==> config.mk <==
export PLATFORM = sky130hd
export DESIGN_NAME = mode_switchboard
export DESIGN_NICKNAME = d
export VERILOG_FILES = /design/src/rtl/mode_switchboard_pkg.sv /design/src/rtl/mode_switchboard_mode_sel.sv /design/src/rtl/mode_switchboard.sv
export SDC_FILE = /design/constraint.sdc
export NUM_CORES = 1
export LEC_CHECK = 0
export ABC_AREA = 1
export CAP_MARGIN = 0
export CORE_ASPECT_RATIO = 0.75
export CORE_MARGIN = 2
export CORE_UTILIZATION = 47
export DETAILED_ROUTE_END_ITERATION = 10
export MAX_ROUTING_LAYER = met4
export PLACE_DENSITY = 0.82
export SETUP_SLACK_MARGIN = 0.3
export SLEW_MARGIN = 20
export SYNTH_ARGS = -nofsm -noshare
export SYNTH_HDL_FRONTEND = slang
export SYNTH_SLANG_ARGS = --single-unit
==> constraint.sdc <==
create_clock -name sysclk -period 1.7 [get_ports sysclk]
set_input_delay 0.255 -clock sysclk [delete_from_list [all_inputs] [get_ports sysclk]]
set_output_delay 0.255 -clock sysclk [all_outputs]
set_load 0.05 [all_outputs]
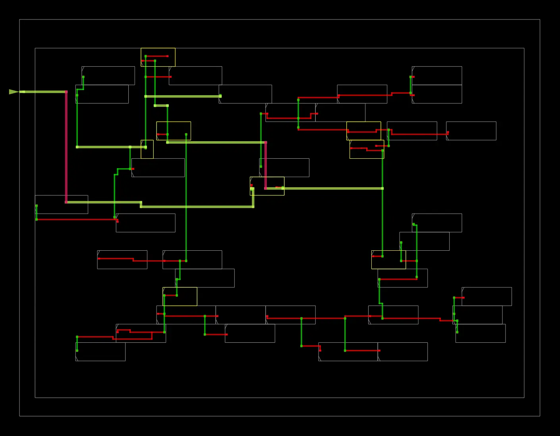
(clock nets)
clock buffers: 7
total CTS buffers: 5
# clock sinks: 33

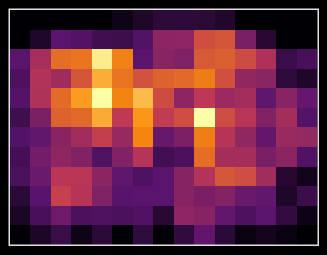
(wire density map)
(4 px per µm) The die is cut into 15 by 12 equal tiles; black is low, pale yellow is high, scaled to the fullest tile. Values are wire area over tile area, all layers added.
densest ninth of the die: center
fullest tile: 0.62
nearly empty tiles: 8.9%
emptiest ninth of the die: lower right
mean over tiles: 0.21
tiles over half the peak: 22%
routed wire length: 5.67 mm
GR Util All Layers: 25.9%
WL per Instance: 14.0 µm

==> Slide: Implementation Results <==
Run Summary

Outcome
  – Status: completed

Synth
  – Synth top cell by count: nand2_1
  – FF+latch count, synth: 33
  – Synth top area cells: dfxtp_1, nand2_1, inv_1, nor2_1, a21oi_1
  – Synth warn: 0
  – Yosys cell count: 272
  – Synth Instances: 272
  – Syn avg cell area: 6.88 µm²
  – Mapped cell area: 1870 µm²
  – Yosys cell types: 27

Cells and area
  – Fraction of layout cells with a size suffix above 1: 31.7%
  – NumNets Final: 386
  – Area grow syn2layout: 58.4%
  – Ant diodes: 0

CTS
  – Clock Path Buffers: 2
  – Clock-pin slew on the worst setup and hold paths: 0.07 ns
  – Clk root buf: clkbuf_8
  – CTS tree: built

Routing
  – Drt first-iter violations: 286
  – Via count: 2134
  – Drt pass-1 iters: 5
  – Vias per cell: 5.27
  – Final antenna-violating net count: 0

Floorplanning
  – Die X: 76.8 µm
  – # IOs: 56
  – Core box area: 3730 µm²

Timing
  – Final min period: 1.48 ns
  – Worst Tran Pin Value: 0.333 ns
  – Fin Clk Skew: 0.00217 ns
  – Max-slew violations: 0
  – Fmax: 0.677 GHz
  – Final Hold Fails: 0

Pwr
  – VDD IR-drop max: 0.000393 V

GRT
  – Global-route wire length before repair: 8.96 mm
  – Initial antenna violation count: 0
  – Grt met2 use: 43.9%
  – Largest net degree at the start of global routing: 17
  – Global route hottest layer: met2
  – Grt ovf: 0

Worst setup path
  – Crit-path slowest cell: dfxtp_4
  – Crit path cell chain: nor2_4 -> nand2_2 -> nand3_2 -> nand2_2 -> nor2_4 -> buf_6 -> nand3b_1 -> nand2_1 -> nor2_1
  – R2r worst-path depth: 9
  – WP data required: 1.88 ns
  – CP arrival: 1.66 ns
  – Worst setup SP type: flop

Job
  – Tool warnings: 30
  – Max Cap Violations: 0

Hold path
  – Hold depth: 2
==> logic make-up (layout without fill, tap and decap cells) <==
family / count (synthesis) / count (layout) / synth area share (%)
adders and majority gates: 3 / 3 / 2.01
xor gates and xnor gates: 3 / 3 / 1.40
buffers and inverters: 44 / 124 / 10.4
DFF: 33 / 33 / 35.3
AOI/OAI and AO/OA: 22 / 22 / 5.89
muxes: 8 / 8 / 4.28
and+or+nand+nor: 159 / 160 / 40.7
==> per-stage QoR <==
step	instances	power, mW	setup slack (ns)	hold WS, ns
3_5_place_dp	378	1.46	-0.0737	0.455
2_1_floorplan	272	1.24	0.275	0.324
3_3_place_gp	378	1.45	-0.0441	0.451
5_1_grt	405	2.31	0.135	0.486
6_report	405	2.23	0.222	0.468
4_1_cts	399	2.17	0.289	0.466
==> where the power goes <==
group	switching (mW)	total, mW	internal [mW]
Clock	0.293	0.659	0.366
Combinational	0.405	0.723	0.317
Sequential	0.0307	0.845	0.814
==> area by class of cell <==
| class | instances | area (µm²) |
|---|---|---|
| tap | 52 | 65.1 |
| fill | 269 | 769 |
| timing repair inverter | 1 | 7.51 |
| clock buffer | 7 | 96.3 |
| timing repair buffer | 83 | 815 |
| clock inverter | 1 | 5.00 |
| sequential | 33 | 687 |
| inverter | 32 | 135 |
| multi-input combinational | 196 | 1150 |
==> layout by cell type (no fill, tap or decap), drive strengths merged <==
cell           netlist  final
clkdlybuf4s50        0     29
clkinv               1      2
clkinvlp             0      1
inv                 31     31
xor2                 2      2
a21oi               18     18
nand3b               9      9
clkbuf               3      7
nand3               21     22
ha                   3      3
nor2                30     30
dfxtp               33     33
nand2               85     85
xnor2                1      1
dlygate4sd2          0      1
buf                  9     53
mux2i                8      8
o21ai                4      4
nand4               14     14
==> repair_timing <==
item / CTS / global route
endpoints found under the hold margin: 0 / 0
gates resized: 22 / 16
buffers inserted: 12 / 5
hold buffers: 0 / 0
pin swaps: 9 / 11
cloned: 1 / 1
setup endpoints to repair: 34 / 33
==> worst max-delay path: cells and delay by family (launching register included) <==
family        cells  cell delay, ns
buf+inv           1            0.14
flops             1            0.39
simple gates      8            0.85
==> routing by layer <==
| metal | vias to the layer above | routed length (µm) |
|---|---|---|
| li1 | 1033 | - |
| met1 | 984 | 2420 |
| met2 | 105 | 2700 |
| met3 | 12 | 480 |
| met4 | 0 | 61 |
| met5 | - | 0 |
Power and IR drop assume default switching activity.
